File: src/rtl/arb_pkg.sv
// Shared types and TileLink widths for the fetch/access bus arbiter.
package arb_pkg;

  localparam int unsigned TL_ADDR_W = 32;
  localparam int unsigned TL_DATA_W = 32;
  localparam int unsigned TL_MASK_W = TL_DATA_W / 8;
  localparam int unsigned TL_SIZE_W = 3;
  localparam int unsigned TL_OP_W   = 3;

  typedef enum logic [1:0] {
    IDLE,
    ADDR,
    RESP,
    DRAIN
  } arb_state_t;

  typedef enum logic {
    OWN_IF,
    OWN_MA
  } arb_owner_t;

endpackage

File: src/rtl/tilelink.sv
// Minimal TileLink-UL A/D channel bundle used by the core memory ports.
interface tilelink;
  import arb_pkg::*;

  logic                 a_valid;
  logic                 a_ready;
  logic [TL_OP_W-1:0]   a_opcode;
  logic [TL_SIZE_W-1:0] a_size;
  logic [TL_ADDR_W-1:0] a_address;
  logic [TL_MASK_W-1:0] a_mask;
  logic [TL_DATA_W-1:0] a_data;
  logic                 d_valid;
  logic                 d_ready;
  logic [TL_OP_W-1:0]   d_opcode;
  logic [TL_DATA_W-1:0] d_data;

  modport master (
    output a_valid, a_opcode, a_size, a_address, a_mask, a_data, d_ready,
    input  a_ready, d_valid, d_opcode, d_data
  );

  modport slave (
    input  a_valid, a_opcode, a_size, a_address, a_mask, a_data, d_ready,
    output a_ready, d_valid, d_opcode, d_data
  );

endinterface

File: src/rtl/arb_pick.sv
// Next-owner selection for bus_arbiter.
// BUS_ARB_RR_EN: round-robin on contention; otherwise access stage has fixed priority.
module arb_pick
  import arb_pkg::*;
(
  input  logic       if_request,
  input  logic       ma_request,
`ifdef BUS_ARB_RR_EN
  input  arb_owner_t last_grant,
`endif
  output arb_owner_t pick
);

  // Owner for the next transaction; only consumed when some request is present.
  always_comb begin
`ifdef BUS_ARB_RR_EN
    if (if_request && ma_request) begin
      pick = (last_grant == OWN_MA) ? OWN_IF : OWN_MA;
    end else begin
      pick = ma_request ? OWN_MA : OWN_IF;
    end
`else
    pick = (if_request && !ma_request) ? OWN_IF : OWN_MA;
`endif
  end

endmodule

File: src/rtl/bus_arbiter.sv
// Two-master arbiter sharing one TileLink port between fetch and access stages.
// Ownership lasts one full A/D transaction; a flushed fetch response is drained.
// BUS_ARB_RR_EN selects round-robin arbitration (see arb_pick).
module bus_arbiter
  import arb_pkg::*;
(
  input  logic    clk,
  input  logic    rst_n,
  input  logic    clear,
  input  logic    if_request,
  tilelink.slave  if_bus,
  input  logic    ma_request,
  tilelink.slave  ma_bus,
  tilelink.master mem_bus,
  output logic    grant_if,
  output logic    grant_ma,
  output logic    busy
);

  arb_state_t state;
  arb_owner_t owner;
  arb_owner_t pick;
  logic       any_req;
  logic       flush_if;
  logic       drain_now;
  logic       a_fire;
  logic       d_fire;

`ifdef BUS_ARB_RR_EN
  arb_owner_t last_grant;
`endif

  arb_pick u_pick (
    .if_request (if_request),
    .ma_request (ma_request),
`ifdef BUS_ARB_RR_EN
    .last_grant (last_grant),
`endif
    .pick       (pick)
  );

  assign any_req   = if_request || ma_request;
  assign flush_if  = clear && (owner == OWN_IF);
  // A flush during RESP drains on the same cycle so a coincident beat never reaches fetch.
  assign drain_now = (state == DRAIN) || ((state == RESP) && flush_if);
  assign a_fire    = mem_bus.a_valid && mem_bus.a_ready;
  assign d_fire    = mem_bus.d_valid && mem_bus.d_ready;

  // A channel: owner's request onto the shared port, ready back to the owner only.
  always_comb begin
    if (owner == OWN_MA) begin
      mem_bus.a_opcode  = ma_bus.a_opcode;
      mem_bus.a_size    = ma_bus.a_size;
      mem_bus.a_address = ma_bus.a_address;
      mem_bus.a_mask    = ma_bus.a_mask;
      mem_bus.a_data    = ma_bus.a_data;
      mem_bus.a_valid   = (state == ADDR) && ma_bus.a_valid;
    end else begin
      mem_bus.a_opcode  = if_bus.a_opcode;
      mem_bus.a_size    = if_bus.a_size;
      mem_bus.a_address = if_bus.a_address;
      mem_bus.a_mask    = if_bus.a_mask;
      mem_bus.a_data    = if_bus.a_data;
      mem_bus.a_valid   = (state == ADDR) && if_bus.a_valid;
    end
    if_bus.a_ready = (state == ADDR) && (owner == OWN_IF) && mem_bus.a_ready;
    ma_bus.a_ready = (state == ADDR) && (owner == OWN_MA) && mem_bus.a_ready;
  end

  // D channel: response to the owner unless draining; arbiter sinks the beat while draining.
  always_comb begin
    if_bus.d_opcode = mem_bus.d_opcode;
    if_bus.d_data   = mem_bus.d_data;
    ma_bus.d_opcode = mem_bus.d_opcode;
    ma_bus.d_data   = mem_bus.d_data;
    if_bus.d_valid  = (state == RESP) && (owner == OWN_IF) && !drain_now && mem_bus.d_valid;
    ma_bus.d_valid  = (state == RESP) && (owner == OWN_MA) && mem_bus.d_valid;
    mem_bus.d_ready = drain_now ||
                      ((state == RESP) && ((owner == OWN_MA) ? ma_bus.d_ready : if_bus.d_ready));
  end

  // Transaction FSM with owner register and registered grant/busy outputs.
  always_ff @(posedge clk) begin
    if (!rst_n) begin
      state    <= IDLE;
      owner    <= OWN_IF;
      grant_if <= 1'b0;
      grant_ma <= 1'b0;
      busy     <= 1'b0;
`ifdef BUS_ARB_RR_EN
      last_grant <= OWN_MA;
`endif
    end else begin
      case (state)
        IDLE: begin
          if (any_req) begin
            state    <= ADDR;
            owner    <= pick;
            grant_if <= (pick == OWN_IF);
            grant_ma <= (pick == OWN_MA);
            busy     <= 1'b1;
`ifdef BUS_ARB_RR_EN
            last_grant <= pick;
`endif
          end
        end
        ADDR: begin
          // The A beat is never withdrawn mid-handshake: a flush that coincides
          // with acceptance must drain, otherwise nothing was issued.
          if (a_fire && flush_if) begin
            state    <= DRAIN;
            grant_if <= 1'b0;
          end else if (a_fire) begin
            state <= RESP;
          end else if (flush_if) begin
            state    <= IDLE;
            grant_if <= 1'b0;
            grant_ma <= 1'b0;
            busy     <= 1'b0;
          end
        end
        RESP: begin
          if (drain_now) begin
            grant_if <= 1'b0;
            if (mem_bus.d_valid) begin
              state <= IDLE;
              busy  <= 1'b0;
            end else begin
              state <= DRAIN;
            end
          end else if (d_fire) begin
            state    <= IDLE;
            grant_if <= 1'b0;
            grant_ma <= 1'b0;
            busy     <= 1'b0;
          end
        end
        DRAIN: begin
          if (mem_bus.d_valid) begin
            state <= IDLE;
            busy  <= 1'b0;
          end
        end
        default: begin
          state    <= IDLE;
          grant_if <= 1'b0;
          grant_ma <= 1'b0;
          busy     <= 1'b0;
        end
      endcase
    end
  end

endmodule

File: src/flat_wrapper.sv
// flat-port wrapper written by rule: the top's interface ports become plain ports
module bus_arbiter_flat import arb_pkg::*;
  (clk, rst_n, clear, if_request, ma_request, grant_if, grant_ma, busy, if_bus_a_valid, if_bus_a_opcode, if_bus_a_size, if_bus_a_address, if_bus_a_mask, if_bus_a_data, if_bus_d_ready, if_bus_a_ready, if_bus_d_valid, if_bus_d_opcode, if_bus_d_data, ma_bus_a_valid, ma_bus_a_opcode, ma_bus_a_size, ma_bus_a_address, ma_bus_a_mask, ma_bus_a_data, ma_bus_d_ready, ma_bus_a_ready, ma_bus_d_valid, ma_bus_d_opcode, ma_bus_d_data, mem_bus_a_valid, mem_bus_a_opcode, mem_bus_a_size, mem_bus_a_address, mem_bus_a_mask, mem_bus_a_data, mem_bus_d_ready, mem_bus_a_ready, mem_bus_d_valid, mem_bus_d_opcode, mem_bus_d_data);
  tilelink if_bus_i ();
  tilelink ma_bus_i ();
  tilelink mem_bus_i ();
  input  logic clk;
  input  logic rst_n;
  input  logic clear;
  input  logic if_request;
  input  logic ma_request;
  output logic grant_if;
  output logic grant_ma;
  output logic busy;
  input wire logic [$bits(if_bus_i.a_valid)-1:0] if_bus_a_valid;
  input wire logic [$bits(if_bus_i.a_opcode)-1:0] if_bus_a_opcode;
  input wire logic [$bits(if_bus_i.a_size)-1:0] if_bus_a_size;
  input wire logic [$bits(if_bus_i.a_address)-1:0] if_bus_a_address;
  input wire logic [$bits(if_bus_i.a_mask)-1:0] if_bus_a_mask;
  input wire logic [$bits(if_bus_i.a_data)-1:0] if_bus_a_data;
  input wire logic [$bits(if_bus_i.d_ready)-1:0] if_bus_d_ready;
  output wire logic [$bits(if_bus_i.a_ready)-1:0] if_bus_a_ready;
  output wire logic [$bits(if_bus_i.d_valid)-1:0] if_bus_d_valid;
  output wire logic [$bits(if_bus_i.d_opcode)-1:0] if_bus_d_opcode;
  output wire logic [$bits(if_bus_i.d_data)-1:0] if_bus_d_data;
  input wire logic [$bits(ma_bus_i.a_valid)-1:0] ma_bus_a_valid;
  input wire logic [$bits(ma_bus_i.a_opcode)-1:0] ma_bus_a_opcode;
  input wire logic [$bits(ma_bus_i.a_size)-1:0] ma_bus_a_size;
  input wire logic [$bits(ma_bus_i.a_address)-1:0] ma_bus_a_address;
  input wire logic [$bits(ma_bus_i.a_mask)-1:0] ma_bus_a_mask;
  input wire logic [$bits(ma_bus_i.a_data)-1:0] ma_bus_a_data;
  input wire logic [$bits(ma_bus_i.d_ready)-1:0] ma_bus_d_ready;
  output wire logic [$bits(ma_bus_i.a_ready)-1:0] ma_bus_a_ready;
  output wire logic [$bits(ma_bus_i.d_valid)-1:0] ma_bus_d_valid;
  output wire logic [$bits(ma_bus_i.d_opcode)-1:0] ma_bus_d_opcode;
  output wire logic [$bits(ma_bus_i.d_data)-1:0] ma_bus_d_data;
  output wire logic [$bits(mem_bus_i.a_valid)-1:0] mem_bus_a_valid;
  output wire logic [$bits(mem_bus_i.a_opcode)-1:0] mem_bus_a_opcode;
  output wire logic [$bits(mem_bus_i.a_size)-1:0] mem_bus_a_size;
  output wire logic [$bits(mem_bus_i.a_address)-1:0] mem_bus_a_address;
  output wire logic [$bits(mem_bus_i.a_mask)-1:0] mem_bus_a_mask;
  output wire logic [$bits(mem_bus_i.a_data)-1:0] mem_bus_a_data;
  output wire logic [$bits(mem_bus_i.d_ready)-1:0] mem_bus_d_ready;
  input wire logic [$bits(mem_bus_i.a_ready)-1:0] mem_bus_a_ready;
  input wire logic [$bits(mem_bus_i.d_valid)-1:0] mem_bus_d_valid;
  input wire logic [$bits(mem_bus_i.d_opcode)-1:0] mem_bus_d_opcode;
  input wire logic [$bits(mem_bus_i.d_data)-1:0] mem_bus_d_data;
  assign if_bus_i.a_valid = if_bus_a_valid;
  assign if_bus_i.a_opcode = if_bus_a_opcode;
  assign if_bus_i.a_size = if_bus_a_size;
  assign if_bus_i.a_address = if_bus_a_address;
  assign if_bus_i.a_mask = if_bus_a_mask;
  assign if_bus_i.a_data = if_bus_a_data;
  assign if_bus_i.d_ready = if_bus_d_ready;
  assign if_bus_a_ready = if_bus_i.a_ready;
  assign if_bus_d_valid = if_bus_i.d_valid;
  assign if_bus_d_opcode = if_bus_i.d_opcode;
  assign if_bus_d_data = if_bus_i.d_data;
  assign ma_bus_i.a_valid = ma_bus_a_valid;
  assign ma_bus_i.a_opcode = ma_bus_a_opcode;
  assign ma_bus_i.a_size = ma_bus_a_size;
  assign ma_bus_i.a_address = ma_bus_a_address;
  assign ma_bus_i.a_mask = ma_bus_a_mask;
  assign ma_bus_i.a_data = ma_bus_a_data;
  assign ma_bus_i.d_ready = ma_bus_d_ready;
  assign ma_bus_a_ready = ma_bus_i.a_ready;
  assign ma_bus_d_valid = ma_bus_i.d_valid;
  assign ma_bus_d_opcode = ma_bus_i.d_opcode;
  assign ma_bus_d_data = ma_bus_i.d_data;
  assign mem_bus_a_valid = mem_bus_i.a_valid;
  assign mem_bus_a_opcode = mem_bus_i.a_opcode;
  assign mem_bus_a_size = mem_bus_i.a_size;
  assign mem_bus_a_address = mem_bus_i.a_address;
  assign mem_bus_a_mask = mem_bus_i.a_mask;
  assign mem_bus_a_data = mem_bus_i.a_data;
  assign mem_bus_d_ready = mem_bus_i.d_ready;
  assign mem_bus_i.a_ready = mem_bus_a_ready;
  assign mem_bus_i.d_valid = mem_bus_d_valid;
  assign mem_bus_i.d_opcode = mem_bus_d_opcode;
  assign mem_bus_i.d_data = mem_bus_d_data;
  bus_arbiter u_core (.clk(clk), .rst_n(rst_n), .clear(clear), .if_request(if_request), .if_bus(if_bus_i), .ma_request(ma_request), .ma_bus(ma_bus_i), .mem_bus(mem_bus_i), .grant_if(grant_if), .grant_ma(grant_ma), .busy(busy));
endmodule
File: config.mk
export PLATFORM = sky130hd
export DESIGN_NAME = bus_arbiter_flat
export DESIGN_NICKNAME = d
export VERILOG_FILES = /design/src/rtl/arb_pkg.sv /design/src/rtl/tilelink.sv /design/src/rtl/arb_pick.sv /design/src/rtl/bus_arbiter.sv /design/src/flat_wrapper.sv
export SDC_FILE = /design/constraint.sdc
export NUM_CORES = 1
export LEC_CHECK = 0
export ABC_AREA = 1
export ABC_CLOCK_PERIOD_IN_PS = 3100
export CORE_AREA = 2 2 135 137
export DETAILED_ROUTE_END_ITERATION = 8
export DIE_AREA = 0 0 137 139
export GPL_ROUTABILITY_DRIVEN = 0
export GPL_TIMING_DRIVEN = 0
export HOLD_SLACK_MARGIN = 0.05
export PLACE_DENSITY_LB_ADDON = 0.15
export REMOVE_ABC_BUFFERS = 1
export SLEW_MARGIN = 20
export SYNTH_ARGS = -nofsm -noshare
export SYNTH_HDL_FRONTEND = slang
export SYNTH_HIERARCHICAL = 1
export SYNTH_SLANG_ARGS = --single-unit
export TNS_END_PERCENT = 30
File: constraint.sdc
create_clock -name clk -period 3.1 [get_ports clk]
set_input_delay 0.62 -clock clk [delete_from_list [all_inputs] [get_ports clk]]
set_output_delay 0.62 -clock clk [all_outputs]
set_load 0.05 [all_outputs]
==> images/placement_by_type.png <==
Bar = 50 um. Fill, decap, tap and diode cells in grey.
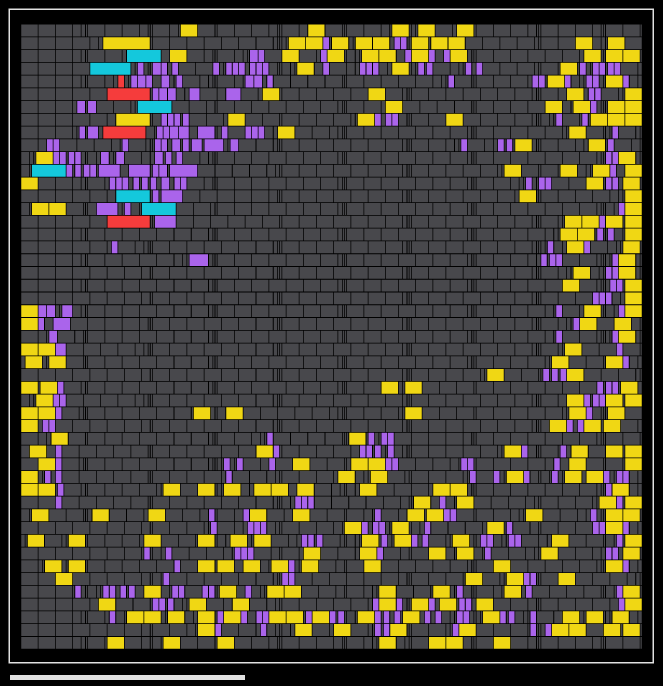
Key: cyan = sequential cells [cells 6]; red = clock drivers and dummy loads [cells 4]; purple = combinational and other logic [cells 316]; yellow = remaining buffers and delay cells [cells 243]

==> images/power_grid.png <==
Pins as bars on the die edge.
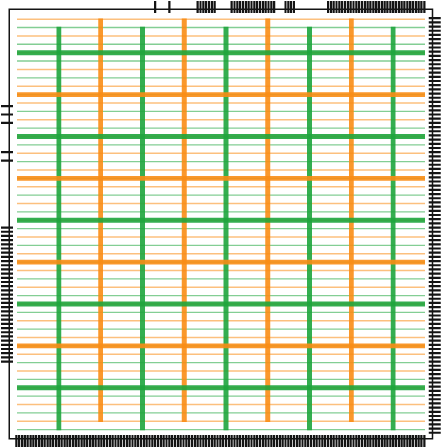
Key: orange = VDD; green = VSS
347 signal pins sit on the boundary. 50 met1 rails follow the rows. 9 straps on met4.

==> images/clocks.png <==
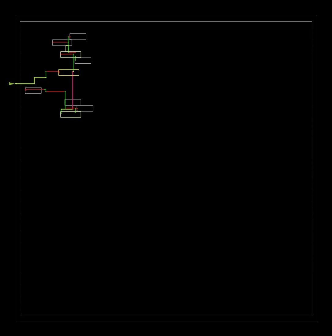
flop count: 6
clock skew: 0.00127 ns
clock latency on the worst-skew pair: 0.23 ns

==> flow_summary.yaml <==
# yosys + openroad results
clock_tree:
  cts_buffers: 3
  cts_resized: 1
  cts_tree: "built"
  clk_pin_slew_worst_paths_ns: 0.03
  cts.sinks: 6
layout:
  lay_top_count: "nand2_1"
  largest_cell_class: "non-clock buffers"
  clock_buffers: 4
  comb_share_pct: 29.1
  n_fill_cell: 1997
  drive_above_1_share_pct: 3.16
  clock_area_share_pct: 1.85
  nNonClkInverters: 18
  largest_register_ffs: 2
  nonClkBufAreaFrac_pct: 57.7
  sh_seq_area_pct: 2.90
  syn_to_final_growth_pct: 108
  antenna_cells: 0
  top_register: "u_core/state"
power_and_ir_drop:
  power.density_nw_per_um2: 766
  seq_power_share_pct: 5.7
  p_clk_mw: 0.215
  p_int_mw: 1.25
run:
  openroad.warnings: 29
  drv_cap: 0
synth:
  common_cells: "nand2_1, buf_4, inv_1"
  logic_family: "simple AND/OR/NAND/NOR gates"
  synth_area_per_cell_um2: 4.99
  mux_share_pct: 0
  ys_sh_aoi_pct: 3.42
  synthArstFlopShare_pct: 0
  syn_area_um2: 2050
  ys_sh_adder_pct: 3.06
  synth.most_common_cell: "nand2_1"
  yosysChipArea_um2: 2050
  top_cells_by_area: "nand2_1, buf_4, dfxtp_1"
  ys_types: 21
  synthCells: 410
detailed_routing:
  vias_per_cell: 3.86
  wirelength_mm: 19.0
  first_iter_violations: 141
  wl_per_cell_um: 23.8
  top_layer: "met5"
  wl_met3_mm: 3.75
  drc: 0
  wl_met2_mm: 8.94
sta:
  rsz0062_at_grt: "no"
  drv_slew: 0
  setup_viol_count_final: 0
  finalClockPeriodUsage_pct: 94.4
  whs_ns: 0.476
  setup_tns_ns: 0
  setup_slack_ns: 0.174
worst_setup_path:
  cpPeakStageDelay_ns: 0.81
  cp_common_cell: "inv_1"
  r2r-end: "u_core/grant_ma"
  slowest_stage: "clkdlybuf4s50_1"
  cp.depth: 7
  crit_type: "register to primary output"
  r2r_slack_ns: 1.40
  worstPathCellList: "inv_1 -> ha_1 -> nand3_2 -> nand2_2 -> inv_1 -> nand2_1 -> clkdlybuf4s50_1"
  worst-path-max-fanout: 10
  r2r_start: "u_core/state[0]"
  endpoint: "mem_bus_d_ready"
global_route:
  grt_pass1_wl_mm: 23.8
  grt_start_max_net_pins: 81
  use_met1_pct: 15.1
  first_global_vias: 2871
floorplan:
  die_h_um: 139
  fp-utilization_pct: 11.6
  die_w_um: 137
place:
  place_inst: 793
  hpwlAfterDp_mm: 16.6
outcome:
  status: "finished, final reports clean"
min_path:
  holdPathStages: 2
  hold_class: "register to register"
